--- src/rtl/spram_arbiter.sv ---
// Two-port arbiter and power sequencer for one SB_SPRAM256KA-style single-port RAM.
// Define SPRAM_ARB_FIXED_PRIO_EN to give port 0 absolute priority instead of round-robin.
module spram_arbiter #(
    parameter int AW           = 14,
    parameter int DW           = 16,
    parameter int IDLE_TIMEOUT = 64,
    parameter int WAKE_CYCLES  = 2
) (
    input  logic          clk,
    input  logic          rst,
    input  logic          p0_valid,
    output logic          p0_ready,
    input  logic          p0_write,
    input  logic [AW-1:0] p0_addr,
    input  logic [DW-1:0] p0_wdata,
    input  logic [3:0]    p0_wmask,
    output logic          p0_rvalid,
    output logic [DW-1:0] p0_rdata,
    input  logic          p1_valid,
    output logic          p1_ready,
    input  logic          p1_write,
    input  logic [AW-1:0] p1_addr,
    input  logic [DW-1:0] p1_wdata,
    input  logic [3:0]    p1_wmask,
    output logic          p1_rvalid,
    output logic [DW-1:0] p1_rdata,
    output logic [AW-1:0] spram_addr,
    output logic [DW-1:0] spram_wdata,
    output logic [3:0]    spram_maskwren,
    output logic          spram_wren,
    output logic          spram_cs,
    output logic          spram_standby,
    input  logic [DW-1:0] spram_rdata
);

    localparam int IW = $clog2(IDLE_TIMEOUT + 2);
    localparam int WW = (WAKE_CYCLES > 1) ? $clog2(WAKE_CYCLES + 1) : 1;
    localparam logic [IW-1:0] IDLE_LAST =
        IW'((IDLE_TIMEOUT > 0) ? IDLE_TIMEOUT - 1 : 0);
    localparam logic [IW-1:0] IDLE_MAX  = '1;
    localparam logic [WW-1:0] WAKE_LAST =
        WW'((WAKE_CYCLES > 0) ? WAKE_CYCLES - 1 : 0);

    typedef enum logic [1:0] {
        ST_ACTIVE  = 2'd0,
        ST_STANDBY = 2'd1,
        ST_WAKE    = 2'd2
    } state_e;

    state_e        state_q, state_d;
    logic [IW-1:0] idle_q, idle_d;
    logic [WW-1:0] wake_q, wake_d;
    logic          last_q, last_d;
    logic          stby_q, stby_d;
    logic          rv0_q, rv0_d;
    logic          rv1_q, rv1_d;
    logic          active;
    logic          gnt0, gnt1;
    logic          any_valid;

    assign active    = (state_q == ST_ACTIVE) && !rst;
    assign any_valid = p0_valid || p1_valid;

`ifdef SPRAM_ARB_FIXED_PRIO_EN
    assign gnt0 = active && p0_valid;
    assign gnt1 = active && p1_valid && !p0_valid;
`else
    // last_q == 1 means port 1 won last, so port 0 takes the next tie
    assign gnt0 = active && p0_valid && (!p1_valid || last_q);
    assign gnt1 = active && p1_valid && (!p0_valid || !last_q);
`endif

    assign p0_ready       = gnt0;
    assign p1_ready       = gnt1;
    assign spram_addr     = gnt1 ? p1_addr  : p0_addr;
    assign spram_wdata    = gnt1 ? p1_wdata : p0_wdata;
    assign spram_maskwren = gnt1 ? p1_wmask : p0_wmask;
    assign spram_cs       = gnt0 || gnt1;
    assign spram_wren     = (gnt0 && p0_write) || (gnt1 && p1_write);
    assign spram_standby  = stby_q;

    // Reset squashes a read response that is still in flight
    assign p0_rvalid = rv0_q && !rst;
    assign p1_rvalid = rv1_q && !rst;
    assign p0_rdata  = spram_rdata;
    assign p1_rdata  = spram_rdata;

    always_comb begin
        state_d = state_q;
        idle_d  = idle_q;
        wake_d  = wake_q;
        last_d  = last_q;
        rv0_d   = gnt0 && !p0_write;
        rv1_d   = gnt1 && !p1_write;
        if (gnt0) begin
            last_d = 1'b0;
        end else if (gnt1) begin
            last_d = 1'b1;
        end
        case (state_q)
            ST_ACTIVE: begin
                if (any_valid) begin
                    idle_d = '0;
                end else if (IDLE_TIMEOUT != 0 && idle_q == IDLE_LAST) begin
                    state_d = ST_STANDBY;
                    idle_d  = '0;
                end else if (idle_q != IDLE_MAX) begin
                    idle_d = idle_q + 1'b1;
                end
            end
            ST_STANDBY: begin
                wake_d = '0;
                if (any_valid) begin
                    state_d = ST_WAKE;
                end
            end
            ST_WAKE: begin
                if (wake_q == WAKE_LAST) begin
                    state_d = ST_ACTIVE;
                    wake_d  = '0;
                    idle_d  = '0;
                end else begin
                    wake_d = wake_q + 1'b1;
                end
            end
            default: begin
                state_d = ST_ACTIVE;
            end
        endcase
        stby_d = (state_d == ST_STANDBY);
    end

    always_ff @(posedge clk) begin
        if (rst) begin
            state_q <= ST_ACTIVE;
            idle_q  <= '0;
            wake_q  <= '0;
            last_q  <= 1'b1;
            stby_q  <= 1'b0;
            rv0_q   <= 1'b0;
            rv1_q   <= 1'b0;
        end else begin
            state_q <= state_d;
            idle_q  <= idle_d;
            wake_q  <= wake_d;
            last_q  <= last_d;
            stby_q  <= stby_d;
            rv0_q   <= rv0_d;
            rv1_q   <= rv1_d;
        end
    end

endmodule

--- config.mk ---
export PLATFORM = sky130hd
export DESIGN_NAME = spram_arbiter
export DESIGN_NICKNAME = d
export VERILOG_FILES = /design/src/rtl/spram_arbiter.sv
export SDC_FILE = /design/constraint.sdc
export NUM_CORES = 1
export LEC_CHECK = 0
export CORE_AREA = 2 2 64 90
export CTS_BUF_LIST = sky130_fd_sc_hd__clkbuf_4
export CTS_CLUSTER_DIAMETER = 100
export CTS_CLUSTER_SIZE = 8
export DETAILED_ROUTE_END_ITERATION = 10
export DIE_AREA = 0 0 66 92
export PLACE_DENSITY = 0.9
export SLEW_MARGIN = 20
export SYNTH_ARGS = -nofsm -noshare
export SYNTH_HDL_FRONTEND = slang
export SYNTH_SLANG_ARGS = --single-unit
--- constraint.sdc ---
create_clock -name clk -period 1.91 [get_ports clk]
set_input_delay 0.191 -clock clk [delete_from_list [all_inputs] [get_ports clk]]
set_output_delay 0.191 -clock clk [all_outputs]
set_load 0.03 [all_outputs]
==> results.txt, run 1 <==
State of the implementation.

- The synthesis report names the predominant flop master as sky130_fd_sc_hd__dfxtp_1.
- For this run the aggregate overflow at the end of global routing stands at 0.
- The detailed router reports a met2 wire length of around 3100 um.
- Counting flops per register, the top entry is idle_q.
- Of the total standard cell area in the layout, the multi-input combinational portion is 0.347.
- The wire length recorded after detailed routing is 5910 um.
- The count of multi-input combinational gates is about 110, for reference.
- The required time of the critical path is between 1500 and 2000 ps, for reference.
- The path class of the tightest hold or removal check is in -> out.
- The number of synthesis warnings is 0, for reference.
- The critical path contains buffers and inverters numbering 5 combined.
- The clock arrives with ~4 ps of skew.
- The fraction of area in clock buffers and inverters is 0.00894, for reference.
- The first global-routing pass estimated about 9000 um of wire.
- The height of the die is 92 um, for reference.
- The final hold slack is around 380 ps, for reference.
- The skew report gives the latency at the later pin of the worst-skew pair as between 200 and 300 ps.
- Summing all non-filler instances in the final layout gives an area of between 3000 and 4000 um2.
- The power density relative to cell area is 386 nW/um2, for reference.
- The most crowded layer after global routing is met2, for reference.
- Of the total synthesized cell area, the portion taken by AND, OR, NAND and NOR gates is 0.153.
- The clock slew seen by the registers of the worst setup and hold paths is ~90 ps, for reference.
- After detailed routing, the wire length on met1 is 2000 um.
- STA classifies the critical path startpoint as a register.
- Per the final report, the share of cell area in non-clock buffers is 0.507.
- The static leakage is about 1.4 nW, for reference.
- The final antenna diode tally reported by the flow is 0.
- The checks that failed: setup timing.
- In this run, the synthesized area fraction spent on AND-OR/OR-AND gates is recorded as 0.112.
- Looking at the post-CTS report, the setup buffer insertion count equals 6.
- STA lists the maximum fanout along the critical path as 6.
- The critical path crosses 9 cells after its start point.
- RePlAce ended its routability-driven mode at a weighted congestion of slightly above 0.9.
- The reported combinational group power is ~0.7 mW, for reference.
- Data on the critical path arrives at its endpoint at 1970 ps.
- The amount of wire on met3 after detailed routing is ~610 um, for reference.
- Looking at the group totals, the largest power group turns out to be combinational cells.
- The sequential cell area fraction in the yosys report is 0.203, for reference.
- In this run the layout overhead on the synthesized area is reported as 108%.
- VDD sags by at most ~0.00019 V.
- The signal on the critical path passes through inv_2 > ha_4 > and2b_2 > nand3_4 > buf_8 > buf_12 > buf_16 > mux2_4 > buf_6.
- The switching portion of total power comes to 0.324.
- The kind of critical path is reg -> out, for reference.
- Per the CTS log, the maximum H-tree level is 1.
- In this run, CTS created clock tree buffers numbering 3.
- The transition time at the pin with the least slew margin is roughly 320 ps, for reference.
- The tap cell instance count is 68, for reference.
- The final critical-path required period is around 2200 ps, for reference.
- The synthesized design contains 0 enable-type register cells.
- The largest family of logic cells by area is multiplexers, for reference.
- Per the detail_route report, vias per standard cell equal between 4 and 5.
- Endpoints with negative setup slack in the final report add up to 35.
- The cell class ranked first by area is non-clock buffers, for reference.
- TritonCTS built the clock tree.
- Per the layout report, the design carries 8 non-clock inverters.
- The total placed instance area is ~2600 um2, for reference.
- By area the synthesized netlist is led by sky130_fd_sc_hd__mux2_2 27%, sky130_fd_sc_hd__dfxtp_1 20%, sky130_fd_sc_hd__buf_4 17%.
- The maximum number of pins on one net before global-route repair is 12, for reference.
- The plain and repair buffers instantiated in the layout total between 100 and 150.
- The die is about 66 um wide.
- Before CTS, the worst setup slack after placement is -243 ps.
- The initial DRC count is ~70, for reference.
- The synthesized netlist contains approximately 40 unique library cells.
- Counting flops and latches in the post-synthesis netlist gives 15.
- The wire length per cell is around 17 um, for reference.
- The cell with the most instances after synthesis is sky130_fd_sc_hd__mux2_2, for reference.
- The slowest library cell on the worst path is sky130_fd_sc_hd__dfxtp_2, for reference.
- The final timing report gives a worst setup slack of -251 ps.
- Per the detail_route report, DRC violations left total 0.
- The flow ran to the end, but the final reports show violations.
- The endpoint of the worst hold-timing path is p0_rdata[10], for reference.
- The report gives the cell count of the worst hold path as 0.
- The clock power share is 0.155, for reference.
- In this run, placement finished with an instance count of about 330.
- The capturing element of the worst setup path is spram_wdata[3], for reference.
- Routing resource usage on met1 recorded by global route was 0.218.
- The peak per-stage delay on the critical path is between 300 and 400 ps, for reference.
- Summing internal, switching and leakage power gives between 1 and 1.5 mW.
- The clock group total power is between 0.15 and 0.2 mW, for reference.
- Leaving out filler cells and counting taps, the final layout contains 345.
- The combinational share of power is 0.576, for reference.
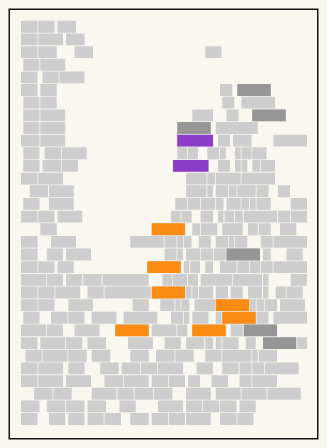
Run 1: where the registers sit
[orange] idle_q | flops: 7
[purple] state_q | flops: 2
not coloured: 6
Seq. pwr: 0.320 mW
flip-flop and latch area: 303 um2
fraction of the core area covered by cells at the end of the flow: 0.574
sequential share of cell area: 0.0983

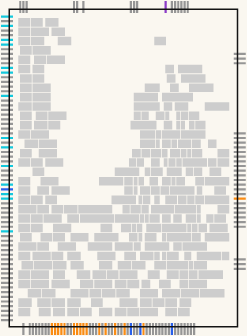
Run 1: pin placement
Pins as bars across the die edge, other pins in grey.
[orange] spram_wdata | pins: 16 | direction: output | edge: 15 south, 1 east
[purple] spram_standby | pins: 1 | direction: output | edge: north
[blue] p0_wmask | pins: 4 | direction: input | edge: 3 south, 1 west
[cyan] p0_addr | pins: 14 | direction: input | edge: west
all pins by edge: 66 west, 54 south, 27 east, 16 north

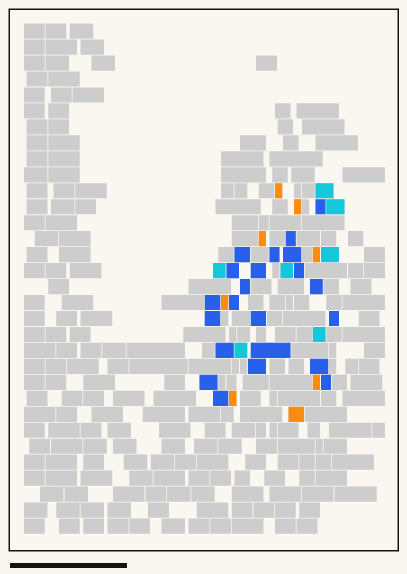
Run 1: selected gate families
Bar = 20 um.
[blue] aoi and oai cells | cells: 22
[cyan] and/or cells | cells: 7 | where: east
[orange] inv cells | cells: 8 | most used: inv_1

Run 1, clock wiring as the flow saved it:
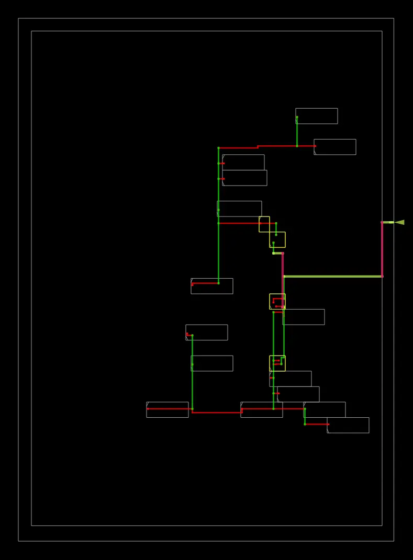

==> run 2, diff against run 1 <==
Settings changed: GPL_TIMING_DRIVEN set to 0, RECOVER_POWER set to 50.
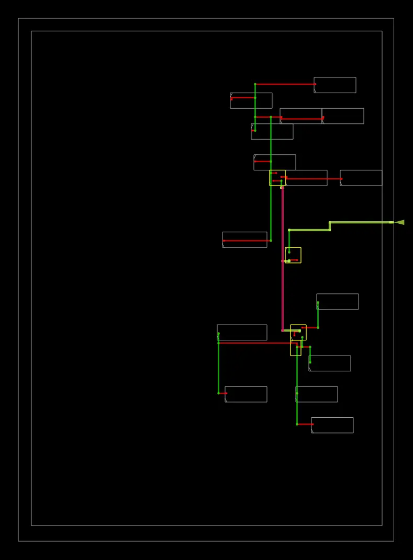
Run 2: clock wiring as the flow saved it
CTS Sinks: 15
clock network latency to the later pin of the worst-skew pair: 290 ps

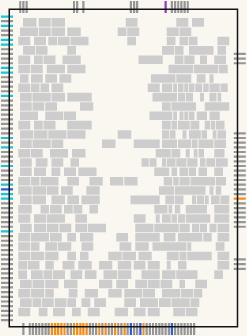
Run 2: pin placement
Pins as bars across the die edge, other pins in grey.
[orange] spram_wdata | pins: 16 | direction: output | edge: 15 south, 1 east
[purple] spram_standby | pins: 1 | direction: output | edge: north
[cyan] p0_addr | pins: 14 | direction: input | edge: west
[blue] p0_wmask | pins: 4 | direction: input | edge: 3 south, 1 west
all pins by edge: 66 west, 54 south, 27 east, 16 north
horizontal die dimension: 66 um
number of I/O port buffers: 145

==> run 2 against run 1 <==
Compared with the run above:
- the run still ends with setup timing left
- first-iteration DRC count up 40%
- synthesized area unchanged
- clock power is essentially flat
- largest power group unchanged
- count of clock-buffer cells in the layout unchanged
- highest routed layer unchanged
- sequential cell count did not move
- register-to-register slack better by 50 ps
- critical path depth did not move
- power is 8.9% higher
- setup slack improved by 11 ps
- largest cell class unchanged
==> results.txt, run 2 <==
State of the implementation.

- The number of synthesis warnings is 0 (unchanged), for reference.
- The number of buffers other than clock buffers in the final layout came to 199 (+39%).
- Among the non-sequential cells, multiplexers take the most area.
- After layout, the clock buffer instance count stands at 3.
- The run finished, with violations left.
- The worst setup skew after layout came to 3.16 ps (-0.940 ps).
- The largest power group is combinational cells, for reference.
- The signal arrival time at the worst endpoint is 1960 ps (about the same), for reference.
- The power density relative to cell area was 379 nW/um2 (-1.6%).
- The xor and xnor area share after synthesis is 0, for reference.
- The overflow left after global routing is 0 (unchanged), for reference.
- The instance count on the critical path was 9 (unchanged).
- The sum of met2 wire segment lengths after detailed routing came to 3140 um (-0.19%).
- The distinct cell type count of the synthesized netlist is 40 (unchanged).
- The maximum vdd drop is 0.000205 V (+9.8%).
- The clock slew seen by the registers of the worst setup and hold paths is 90 ps (about the same).
- The sequential cell area fraction in the yosys report is 0.203 (unchanged), for reference.
- The met1 usage in global routing is 0.205 (-0.0130), for reference.
- The number of buffers added by the clock tree synthesis step is 3 (unchanged), for reference.
- The final cell count without fillers is 401 (+16%), for reference.
- The final core utilization is 0.635 (+0.0613).
- The total routed wire length on the met1 layer is 2060 um (+2.8%), for reference.
- The storage element area is 305 um2 (+0.83%), for reference.
- The fraction of area in clock buffers and inverters is 0.00808 (-0.000863), for reference.
- The final wirelength is 5990 um (+1.3%), for reference.
- The tap cell instance count is 68 (unchanged), for reference.
- The total placed instance area is 3050 um2 (+17%), for reference.
- The synthesis-stage register bit count is 15 (unchanged).
- idle_q holds more flip-flops than any other register.
- The clock group total power came to 0.187 mW (about the same).
- The reported combinational group power is 0.787 mW (+15%).
- The post-synthesis share of cell area spent on and-or and or-and gates is 0.112 (unchanged), for reference.
- The static leakage was 1.54 nW (+12%).
- The number of cells in the design after placement is 381 (+15%), for reference.
- STA classifies the critical path startpoint as a register.
- The cell with the most instances after synthesis is sky130_fd_sc_hd__mux2_2, for reference.
- The share of total power consumed by net switching was 0.356 (+0.0316).
- The final reports fail on setup timing.
- The count of final setup violators is 35 (unchanged), for reference.
- The combinational share of cell area is 0.297 (-0.0500), for reference.
- Per STA, the worst path is made up of inv_4 > ha_4 > and2b_2 > nand3_4 > buf_12 > buf_12 > buf_8 > mux2_4 > buf_6.
- The combined buffer and inverter count along the critical path was 5 (unchanged).
- The sequential power was 0.318 mW (about the same).
- The cell depth of the worst min-delay path is 4 (+4).
- The transition time at the pin with the least slew margin was 457 ps (+132 ps).
- The combinational share of power came to 0.609 (+0.033).
- The wire length per cell is 14.9 um (-13%), for reference.
- The post-route standard cell area excluding fillers is 3410 um2 (+11%).
- The maximum number of pins on one net before global-route repair is 11 (-1), for reference.
- The minimum setup slack in the final design came to -240 ps (+11.0 ps).
- The amount of wire on met3 after detailed routing is 646 um (+5.6%), for reference.
- The post-CTS setup buffer count is 13 (+7), for reference.
- The slowest library cell on the worst path is sky130_fd_sc_hd__dfxtp_4, for reference.
- The maximum buffer depth of the clock tree is 2, for reference.
- The proportion of cell area occupied by registers came to 0.0896 (-0.00876).
- The required time of the critical path is 1720 ps (about the same), for reference.
- Hold analysis lists the worst path endpoint as idle_q[1]$_SDFFE_PP0P_.
- The global placement routability congestion is 0.786 (-16%).
- The area share of buffers outside the clock network is 0.570 (+0.0626), for reference.
- The tightest min-delay check is of the in -> reg type.
- The count of inverters not on the clock network in the layout is 8 (unchanged), for reference.
- OpenSTA lists the critical path endpoint as spram_addr[8].
- The setup slack after placement is -729 ps (-486 ps), for reference.
- The initial DRC count is 98 (+40%), for reference.
- The top flip-flop cell by instance count after synthesis is sky130_fd_sc_hd__dfxtp_1, for reference.
- The final critical-path required period is 2150 ps (-11.0 ps), for reference.
- Global routing put the most usage on met2.
- Per the run report, area growth between synthesis and finish was 130%.
- The clock power share is 0.145 (-0.010).
- The count of library flops with an enable pin is 0 (unchanged), for reference.
- The CTS tree is built, for reference.
- The count of antenna diodes in the layout came to 0 (unchanged).
- The final hold slack is 287 ps (-95.5 ps), for reference.
- Sorting the synthesized cells by area gives the leading types as sky130_fd_sc_hd__mux2_2 27%, sky130_fd_sc_hd__dfxtp_1 20%, sky130_fd_sc_hd__buf_4 17%.
- The count of multi-input combinational gates came to 107 (unchanged).
- The average via count per standard cell is 4.65 (-3.9%), for reference.
- The global-route wire length before repair is 9210 um (+2.5%), for reference.
No activity file was given, so power comes from the tool's default toggle rates.
